===== src/rtl/smc_rd_engine_if.sv =====
// Request/response channel between the ANB read crossbar and the SMC read engine.
interface smc_rd_if #(
    parameter int N      = 1,
    parameter int ADDR_W = 16,
    parameter int DATA_W = 32,
    parameter int LEN_W  = 8
);
    localparam int ID_W = (N > 1) ? $clog2(N) : 1;

    typedef logic [ID_W-1:0]     rd_id_t;
    typedef logic [ADDR_W-1:0]   smc_addr_t;
    typedef logic [DATA_W-1:0]   smc_data_t;
    typedef logic [DATA_W/8-1:0] smc_data_be_t;
    typedef logic [LEN_W-1:0]    smc_trn_max_len_t;

    rd_id_t           aid;
    smc_addr_t        addr;
    smc_trn_max_len_t len;
    logic             avalid;
    logic             aready;
    smc_data_t        data;
    smc_data_be_t     strb;
    rd_id_t           id;
    logic             valid;
    logic             ready;
    logic             last;

    modport s (
        input  aid, addr, len, avalid, ready,
        output aready, data, strb, id, valid, last
    );

    modport m (
        output aid, addr, len, avalid, ready,
        input  aready, data, strb, id, valid, last
    );
endinterface


===== src/rtl/smc_rd_engine.sv =====
// SMC slave read engine: burst request -> one memory read per cycle -> credit-controlled
// response FIFO tagged with the requester id and last-beat flag.
module smc_rd_engine #(
    parameter int N          = 1,
    parameter int RD_LAT     = 2,
    parameter int FIFO_DEPTH = 4,
    parameter int ADDR_W     = 16,
    parameter int DATA_W     = 32,
    parameter int LEN_W      = 8
) (
    input  logic              clk,
    input  logic              rst_n,
    smc_rd_if.s               s,
    output logic              mem_rd,
    output logic [ADDR_W-1:0] mem_addr,
    input  logic [DATA_W-1:0] mem_rdata
);
    localparam int ID_W   = (N > 1) ? $clog2(N) : 1;
    localparam int STAGES = RD_LAT - 1;
    localparam int PW     = $clog2(FIFO_DEPTH);
    localparam int CW     = $clog2(FIFO_DEPTH + 1);
    localparam logic [CW-1:0] DEPTH_C = CW'(FIFO_DEPTH);

    typedef enum logic {IDLE, BURST} state_t;

    state_t             state_q, state_d;
    logic [ADDR_W-1:0]  cur_addr_q;
    logic [LEN_W-1:0]   beats_q;
    logic [ID_W-1:0]    id_q;
    logic [CW-1:0]      cnt_q;
    logic               aready, accept, issue, credit_ok, pop, empty;

    logic [STAGES:0]            vld_pipe, last_pipe;
    logic [STAGES:0][ID_W-1:0]  id_pipe;

    logic [FIFO_DEPTH-1:0][DATA_W-1:0] fifo_data;
    logic [FIFO_DEPTH-1:0][ID_W-1:0]   fifo_id;
    logic [FIFO_DEPTH-1:0]             fifo_last;
    logic [PW:0]                       wr_ptr_q, rd_ptr_q;

    // aready decodes straight from the state flop, so avalid never reaches it combinationally
    assign aready    = (state_q == IDLE);
    assign accept    = s.avalid & aready;
    assign credit_ok = (cnt_q < DEPTH_C);
    assign empty     = (wr_ptr_q == rd_ptr_q);
    assign pop       = ~empty & s.ready;

    always_comb begin
        state_d = state_q;
        issue   = 1'b0;
        unique case (state_q)
            IDLE:  if (s.avalid) state_d = BURST;
            BURST: if (credit_ok) begin
                issue = 1'b1;
                if (beats_q == '0) state_d = IDLE;
            end
            default: state_d = IDLE;
        endcase
    end

    always_ff @(posedge clk or negedge rst_n) begin
        if (!rst_n) begin
            state_q    <= IDLE;
            cur_addr_q <= '0;
            beats_q    <= '0;
            id_q       <= '0;
        end else begin
            state_q <= state_d;
            if (accept) begin
                cur_addr_q <= s.addr;
                beats_q    <= s.len;
                id_q       <= s.aid;
            end else if (issue) begin
                cur_addr_q <= cur_addr_q + 1'b1;
                beats_q    <= beats_q - 1'b1;
            end
        end
    end

    // Credits cover beats in flight plus FIFO occupancy, so the FIFO can never overflow.
    always_ff @(posedge clk or negedge rst_n) begin
        if (!rst_n) begin
            cnt_q <= '0;
        end else begin
            case ({issue, pop})
                2'b10:   cnt_q <= cnt_q + 1'b1;
                2'b01:   cnt_q <= cnt_q - 1'b1;
                default: cnt_q <= cnt_q;
            endcase
        end
    end

    always_ff @(posedge clk or negedge rst_n) begin
        if (!rst_n) begin
            vld_pipe  <= '0;
            last_pipe <= '0;
            id_pipe   <= '0;
        end else begin
            vld_pipe[0]  <= issue;
            last_pipe[0] <= issue & (beats_q == '0);
            id_pipe[0]   <= id_q;
            for (int i = 1; i <= STAGES; i++) begin
                vld_pipe[i]  <= vld_pipe[i-1];
                last_pipe[i] <= last_pipe[i-1];
                id_pipe[i]   <= id_pipe[i-1];
            end
        end
    end

    always_ff @(posedge clk or negedge rst_n) begin
        if (!rst_n) begin
            wr_ptr_q <= '0;
            rd_ptr_q <= '0;
        end else begin
            if (vld_pipe[STAGES]) wr_ptr_q <= wr_ptr_q + 1'b1;
            if (pop)              rd_ptr_q <= rd_ptr_q + 1'b1;
        end
    end

    always_ff @(posedge clk) begin
        if (vld_pipe[STAGES]) begin
            fifo_data[wr_ptr_q[PW-1:0]] <= mem_rdata;
            fifo_id[wr_ptr_q[PW-1:0]]   <= id_pipe[STAGES];
            fifo_last[wr_ptr_q[PW-1:0]] <= last_pipe[STAGES];
        end
    end

    // Head is masked while empty so outputs read zero out of reset regardless of storage contents.
    assign s.aready = aready;
    assign s.valid  = ~empty;
    assign s.data   = empty ? '0 : fifo_data[rd_ptr_q[PW-1:0]];
    assign s.id     = empty ? '0 : fifo_id[rd_ptr_q[PW-1:0]];
    assign s.last   = ~empty & fifo_last[rd_ptr_q[PW-1:0]];
    assign s.strb   = '1;
    assign mem_rd   = issue;
    assign mem_addr = cur_addr_q;
endmodule


===== src/flat_wrapper.sv =====
// flat-port wrapper written by rule: the top's interface ports become plain ports
module smc_rd_engine_flat 
#(
    parameter int N          = 1,
    parameter int RD_LAT     = 2,
    parameter int FIFO_DEPTH = 4,
    parameter int ADDR_W     = 16,
    parameter int DATA_W     = 32,
    parameter int LEN_W      = 8
)
  (clk, rst_n, mem_rd, mem_addr, mem_rdata, s_aid, s_addr, s_len, s_avalid, s_ready, s_aready, s_data, s_strb, s_id, s_valid, s_last);
  smc_rd_if #(.N(N), .ADDR_W(ADDR_W), .DATA_W(DATA_W), .LEN_W(LEN_W)) s_i ();
  input  logic clk;
  input  logic rst_n;
  output logic mem_rd;
  output logic [ADDR_W-1:0] mem_addr;
  input  logic [DATA_W-1:0] mem_rdata;
  input wire logic [$bits(s_i.aid)-1:0] s_aid;
  input wire logic [$bits(s_i.addr)-1:0] s_addr;
  input wire logic [$bits(s_i.len)-1:0] s_len;
  input wire logic [$bits(s_i.avalid)-1:0] s_avalid;
  input wire logic [$bits(s_i.ready)-1:0] s_ready;
  output wire logic [$bits(s_i.aready)-1:0] s_aready;
  output wire logic [$bits(s_i.data)-1:0] s_data;
  output wire logic [$bits(s_i.strb)-1:0] s_strb;
  output wire logic [$bits(s_i.id)-1:0] s_id;
  output wire logic [$bits(s_i.valid)-1:0] s_valid;
  output wire logic [$bits(s_i.last)-1:0] s_last;
  assign s_i.aid = s_aid;
  assign s_i.addr = s_addr;
  assign s_i.len = s_len;
  assign s_i.avalid = s_avalid;
  assign s_i.ready = s_ready;
  assign s_aready = s_i.aready;
  assign s_data = s_i.data;
  assign s_strb = s_i.strb;
  assign s_id = s_i.id;
  assign s_valid = s_i.valid;
  assign s_last = s_i.last;
  smc_rd_engine #(.N(N), .RD_LAT(RD_LAT), .FIFO_DEPTH(FIFO_DEPTH), .ADDR_W(ADDR_W), .DATA_W(DATA_W), .LEN_W(LEN_W)) u_core (.clk(clk), .rst_n(rst_n), .s(s_i), .mem_rd(mem_rd), .mem_addr(mem_addr), .mem_rdata(mem_rdata));
endmodule

===== config.mk =====
export PLATFORM = sky130hd
export DESIGN_NAME = smc_rd_engine_flat
export DESIGN_NICKNAME = d
export VERILOG_FILES = /design/src/rtl/smc_rd_engine_if.sv /design/src/rtl/smc_rd_engine.sv /design/src/flat_wrapper.sv
export SDC_FILE = /design/constraint.sdc
export NUM_CORES = 1
export LEC_CHECK = 0
export ABC_AREA = 1
export CORE_ASPECT_RATIO = 0.7
export CORE_MARGIN = 10
export CORE_UTILIZATION = 28
export DETAILED_ROUTE_END_ITERATION = 10
export PLACE_DENSITY_LB_ADDON = 0.05
export SLEW_MARGIN = 15
export SYNTH_ARGS = -nofsm -noshare
export SYNTH_HDL_FRONTEND = slang
export SYNTH_SLANG_ARGS = --single-unit
export TNS_END_PERCENT = 20

===== constraint.sdc =====
create_clock -name clk -period 1.94 [get_ports clk]
set_input_delay 0.582 -clock clk [delete_from_list [all_inputs] [get_ports clk]]
set_output_delay 0.582 -clock clk [all_outputs]
set_load 0.02 [all_outputs]

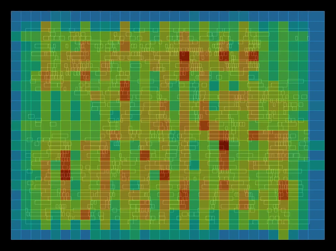
Fig. 1. Track usage over the die (run 1).
total global-route track usage: 12.8%
global routing usage on met1: 17.6%
layer carrying the most global-route usage: met2
met2 capacity usage during global routing: 19.8%

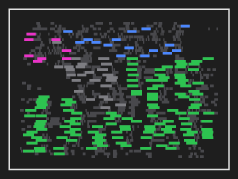
Fig. 2. Sequential cells coloured by netlist name (run 1).
Drawn at 1 px/µm.
[u_core.fifo_data] green | flops: 128
[u_core.beats_q] magenta | flops: 8 | where: upper left
[u_core.mem_addr] blue | flops: 16
not coloured: 25
Util after Layout: 39.2%
sequential fraction of total cell area: 48.5%
power of the sequential group: 5.89 mW
storage element area: 0.00511 mm²

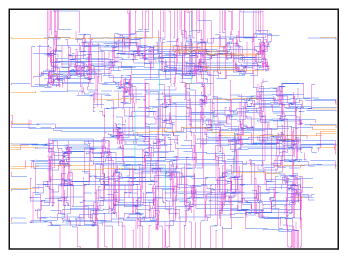
Fig. 3. Routed metal, one colour a layer (run 1).
Drawn at 1.5 px/µm.
[metal 2] magenta | wire length: 10,000 µm
[metal 3] orange | wire length: 924 µm
[metal 4] cyan | wire length: 202 µm
[metal 1] blue | wire length: 10,600 µm

[run 1: through the flow]
step | instance area, µm² | TNS (ns) | util, % | hold WS [ns]
after global routing | 10500 | -18.74 | 39.2 | 0.0405
after CTS | 10500 | -17.25 | 39.1 | 0.0363
after detailed placement | 9640 | -12.82 | 35.8 | 0.340
after floorplan | 7740 | -1.04 | - | 0.286
final | 10500 | -14.76 | 39.2 | 0.0460
after global placement | 9640 | -12.51 | 35.8 | 0.338
[run 1: flip-flops by register name (all words and copies together), names as in the netlist]
register and flops:
u_core.rd_ptr_q 3, u_core.fifo_last 4, u_core.last_pipe 2, u_core.vld_pipe 2
u_core.state_q 1, u_core.id_q 1, u_core.fifo_id 4, u_core.fifo_data 128
u_core.beats_q 8, u_core.mem_addr 16, u_core.wr_ptr_q 3, u_core.cnt_q 3
u_core.id_pipe 2
[run 1: per-layer routing]
layer	up-vias	share of wire, %	global-route usage, %
met5	-	0	0
met4	0	0.92	2.96
met3	13	4.2	3.34
met2	94	46	19.8
met1	2717	49	17.6
li1	2758	-	-
[run 1: worst max-delay path by stage]
stage / slack [ns] / to / start / cells after the start
floorplan: -0.04 / u_core.cnt_q[2] / u_core.rd_ptr_q[0] / 11
global placement: -0.48 / s_data[26] / u_core.rd_ptr_q[1] / 6
detailed placement: -0.51 / s_data[4] / u_core.rd_ptr_q[0] / 6
CTS: -0.52 / s_data[19] / u_core.rd_ptr_q[0] / 8
global route: -0.59 / s_data[13] / u_core.rd_ptr_q[0] / 6
finish: -0.48 / s_data[13] / u_core.rd_ptr_q[0] / 6
[run 1: repair_timing]
| item | CTS | global route |
|---|---|---|
| setup endpoints to repair | 55 | 38 |
| pin swaps | 19 | 10 |
| setup buffers | 7 | 1 |
| resized | 245 | 34 |
| cloned | 5 | 0 |
==> results.tsv, run 1 <==
stage	metric	value	unit
placement	gp_congestion	0.825	
timing	setup_ws	-0.477	ns
timing	setup_viol_count_final	37	
power	switching_power	7.91	mW
power	totalPowerFinal	19.6	mW
yosys	adder_share	1.72	%
drt	route.final.wire_length	21800	µm
layout	n_antenna_cell	0	
timing	timing.final.hold_violations	0	
die	die_y_size	159	µm
layout	clockNetworkAreaShare	5.69	%
global_route	antenna_violations_before_repair	0	
yosys	yosys-mux-area-fraction	0	%
global_route	grt_start_max_net_pins	35	
clock_tree	root_buffer	clkbuf_16	
yosys	post_synth_instance_area	0.00771	mm²
worst_setup_path	arrival	1.84	ns
clock_tree	tritoncts_num_sinks	177	
power	top_power_group	combinational cells	
power	power.combinational.fraction	52.1	%
yosys	ys_async_sr_fraction	23.2	%
layout	area.share.combinational	22.4	%
yosys	synth.cellmix.compoundShare	10.4	%
power	power.leakage	4.06	nW
run_status	failed_checks	negative setup slack	
yosys	yosys-stat-area	0.00771	mm²
global_route	grt_remaining_overflow	0	
worst_setup_path	crit_type	flip-flop to primary output	
layout	n_multi_input_combinational_cell	462	
worst_setup_path	critical_path.reg2reg.endpoint	u_core.cnt_q[2]	
die	rows	50	
layout	clock_buffers	17	
yosys	yosysWarnings	0	
layout	layout_top_cells	162 x nor2_1, 136 x edfxtp_1, 74 x nand2_1	
timing	slew_violations	0	
flow_run	stage_log_warnings	33	
timing	clock-skew-final	0.0113	ns
clock_tree	tritoncts	yes	
worst_setup_path	setup.worst_path.end_class	primary output	
yosys	synth.cells.most_frequent	176 x nor2_1, 136 x edfxtp_1, 90 x o21ai_0	
yosys	synth.cellmix.simpleShare	15.1	%
power	comb_power	10.2	mW
worst_setup_path	path_cells	xnor2_2 > nand3_2 > inv_4 > bufbuf_16 > a21oi_1 > buf_4	
timing	highest_achievable_clock_rate	0.414	GHz
power	switching_share	40.4	%
timing	final_min_period_over_clock_period	125	%
worst_setup_path	timing.critical_path.buf_inv	3	
die	floorplan.tapcells	364	
worst_setup_path	critPathLaunchType	flip-flop	
timing	timing.max_slew.rel_slack	65.6	%
yosys	seq_area_frac_synth	66.3	%
timing	rsz0062_at_grt	yes	
drt	drtIter0Drc	385	
placement	port-buffer-count	113	
clock_tree	cts_hold_repair.buffers	0	
clock_tree	clk_path_buf_depth	2	
run_status	result_of_the_run	finished, violations left	
worst_setup_path	path_delay_family	flip-flops	
worst_setup_path	rrSetupSlack	-0.16	ns
timing	tightest_slew	0.515	ns
die	top_level_ports	118	
yosys	ys_sh_xor	1.25	%
Fig. 4: run 1, I/O pins on the die edge
Drawn at 1 px/µm. Pins as bars across the die edge, other pins in grey.
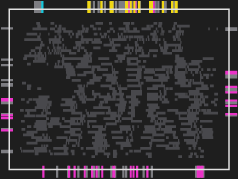

==> run 2, diff against run 1 <==
Settings changed: SKIP_CTS_REPAIR_TIMING from default to 1.
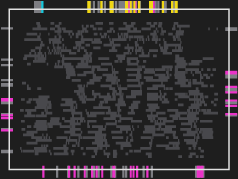
Fig. 5. I/O pins on the die edge (run 2).
Drawn at 1 px/µm. Pins as bars across the die edge, other pins in grey.
[mem_addr] yellow | pins: 16 | direction: output | edge: top
[mem_rdata] magenta | pins: 32 | direction: input | edge: 17 bottom, 7 right, 5 left, 3 top
[s_avalid] cyan | pins: 1 | direction: input | edge: top
all pins by edge: 49 top, 34 bottom, 18 right, 17 left

==> run 2 against run 1 <==
The run still ends with negative setup slack left. Count of clock-buffer cells in the layout unchanged. Core utilization down 0.26 points. Fmax down 1.5%. Largest power group unchanged. Highest routed layer unchanged.
==> results.tsv, run 2 <==
stage	metric	value	unit
run_status	result_of_the_run	finished, violations left	
run_status	failed_checks	negative setup slack	
worst_setup_path	slowest_stage	dfrtp_4	
clock_tree	clock_tree.htree_level_count	4	
worst_setup_path	path_cells	xnor2_2 > nand3_2 > inv_2 > buf_12 > buf_8 > a21oi_1 > buf_4	
global_route	grt_start_max_net_pins	39	
layout	layout.nonclk_buf_share	17.4	%
drt	drt-wirelength-per-cell	17.5	µm
worst_setup_path	required	1.36	ns
global_route	grt-busiest-layer	met2	
worst_setup_path	critical_path.max_fanout	10	
yosys	yosys-stat-cells	716	
power	power.density_cell_area	1830	mW/mm²
layout	nonClockInverterCount	42	
layout	largest_register_ff_count	128	
yosys	post_synth_instance_area	0.00771	mm²
drt	routed-via-count	5600	
timing	slew_violations	0	
layout	logic_area	0.00232	mm²
placement	place_ws	-0.507	ns
drt	drcViolationCount	0	
global_route	gr-usage-met3	3.28	%
yosys	ys_async_sr_fraction	23.2	%
layout	clockNetworkAreaShare	5.72	%
drt	vias_per_cell	4.48	
worst_setup_path	setup.worst_path.end_class	primary output	
yosys	synth_flops	177	
drt	drt-pass1-iter-count	4	
timing	rsz0062_at_grt	yes	
clock_tree	tritoncts	yes	
timing	setup_ws	-0.514	ns
yosys	largest_area_cell	edfxtp_1	
timing	tightest_slew	0.514	ns
worst_setup_path	critPathLaunchType	flip-flop	
layout	drive_gt1_share	20.0	%
layout	seqAreaFraction	48.8	%
yosys	yosys.area.top_type_share	53.0	%
drt	drtIter0Drc	318	
layout	signal_buffers	172	
layout	final-seq-area	0.00511	mm²
layout	layout_top_cells	172 x nor2_1, 136 x edfxtp_1, 77 x o21ai_0	
layout	clock_buffers	17	
drt	route.final.wire_length	21900	µm
layout	n_multi_input_combinational_cell	462	
layout	area.share.combinational	22.1	%
placement	port-buffer-count	113	
power	power.leakage	4.22	nW
layout	n_antenna_cell	0	
clock_tree	clk_transition_reported_paths	0.07	ns
worst_setup_path	crit_type	flip-flop to primary output	
yosys	synth.cells.most_frequent	176 x nor2_1, 136 x edfxtp_1, 90 x o21ai_0	
global_route	globalRouteTotalUtil	12.3	%
die	rows	50	
timing	minimum_clock_period_after_layout	2.45	ns
timing	final_min_period_over_clock_period	126	%
global_route	grt_pass1_wl	33300	µm
layout	n_fill_cell	2676	
layout	num-nets-final	943	
layout	sequential_cell_total	177	
placement	detailed_place_hpwl	14700	µm
layout	dominant-cell-class	registers	
worst_setup_path	reg2regPathDepth	12	
timing	setup_viol_count_final	37	
die	fp.coreArea	0.0269	mm²
worst_setup_path	cp_slowest_stage_delay	0.57	ns
yosys	edf_count	136	
die	die_y_size	159	µm
yosys	seq_area_frac_synth	66.3	%
clock_tree	tritoncts_num_sinks	177	
global_route	grt_pass1_vias	5692	
worst_setup_path	rrSetupSlack	-0.23	ns
worst_setup_path	critical_path.reg2reg.endpoint	u_core.cnt_q[2]	
yosys	yosys-stat-area	0.00771	mm²
timing	clock-skew-final	0.0123	ns
clock_tree	root_buffer	clkbuf_16	
timing	timing.final.hold_violations	0	
hold_path	worstHoldPathType	primary input to async pin	
placement	gp_congestion	0.825	
global_route	use_met1	16.8	%
global_route	grt_remaining_overflow	0	
die	floorplan.initialDensity	28.7	%
worst_setup_path	r2r-start	u_core.rd_ptr_q[0]	
yosys	yosys.cell_count.top_type	nor2_1	
flow_run	max_cap_violations	0	
timing	highest_achievable_clock_rate	0.407	GHz
clock_tree	clk_path_buf_depth	2	
layout	final_common_cell	nor2_1	
yosys	synth_top_flop_cell	edfxtp_1	
yosys	post_synth.cell_area_avg	10.8	µm²
yosys	top_cells_by_area	edfxtp_1 53%, dfrtp_1 13%, nor2_1 8.6%	
power	vdd.ir_drop.worst	0.712	mV
flow_run	stage_log_warnings	32	
layout	area.growth.synth_to_final	35.8	%
die	floorplan.tapcells	364	
yosys	number_of_distinct_standard_cells_referenced_by_the_synthesized_netlist	37	
die	die.size.x	218	µm
layout	postLayoutCellArea	0.0105	mm²
timing	timing.max_slew.rel_slack	65.6	%
die	top_level_ports	118	
yosys	netlist_instances	716	
yosys	yosysWarnings	0	
global_route	grt_use_met2	19.0	%
global_route	antenna_violations_before_repair	0	
clock_tree	clock.latency.late_pin	0.43	ns
worst_setup_path	arrival	1.87	ns
drt	detail-route-antenna-nets	0	
placement	placed_area	0.00964	mm²
die	chip_area	0.0347	mm²
clock_tree	cts_inserted_buffers	17	
==> run 2: how the worst max path moves through the flow <==
stage                       start         endpoint  slack (ns)  cells after the start
2_1_floorplan  u_core.rd_ptr_q[0]  u_core.cnt_q[2]       -0.04                     11
3_3_place_gp   u_core.rd_ptr_q[1]       s_data[26]       -0.48                      6
3_5_place_dp   u_core.rd_ptr_q[0]        s_data[4]       -0.51                      6
4_1_cts        u_core.rd_ptr_q[0]        s_data[4]       -0.99                      6
5_1_grt        u_core.rd_ptr_q[0]           s_last       -0.63                      7
6_report       u_core.rd_ptr_q[0]        s_data[3]       -0.51                      7
==> run 2: metal layers <==
metal / vias to the layer above / part of all wire [%]
met4: 0 / 0.86
met1: 2734 / 48
met2: 105 / 46
met5: - / 0
li1: 2751 / -
met3: 10 / 4.5
==> run 2: through the flow <==
step                      hold slack [ns]  TNS (ns)  total power, mW  instances  util [%]
after floorplan                     0.286     -1.04             10.9        719         -
after global placement              0.338    -12.51             15.3       1209      35.8
after detailed placement            0.340    -12.82             15.4       1209      35.8
after CTS                          0.0363    -32.92             19.0       1241      38.1
after global routing               0.0405    -19.46             20.5       1249      38.9
final                              0.0495    -15.67             19.2       1249      38.9
==> run 2: critical path, delay by kind of cell, from the launching register on <==
kind            cells  cell delay, ns
flops               1            0.57
buf+inv             4            0.51
simple gates        1            0.08
compound gates      1            0.12
xor+xnor            1            0.16
==> run 2: cell families after synthesis <==
logic type | after synthesis | synth area share [%]
simple gates | 285 | 15.1
flops | 177 | 66.3
compound gates | 152 | 10.4
buf+inv | 80 | 5.21
xor+xnor | 11 | 1.25
fa+ha+maj | 10 | 1.72
other cells | 1 | 0.0486
==> run 2: power by group <==
group	switching (mW)	internal, mW	leakage, nW
clock network	1.55	1.94	0.286
registers	0.566	5.34	1.76
logic	5.68	4.10	2.17
No activity file was given, so power comes from the tool's default toggle rates.
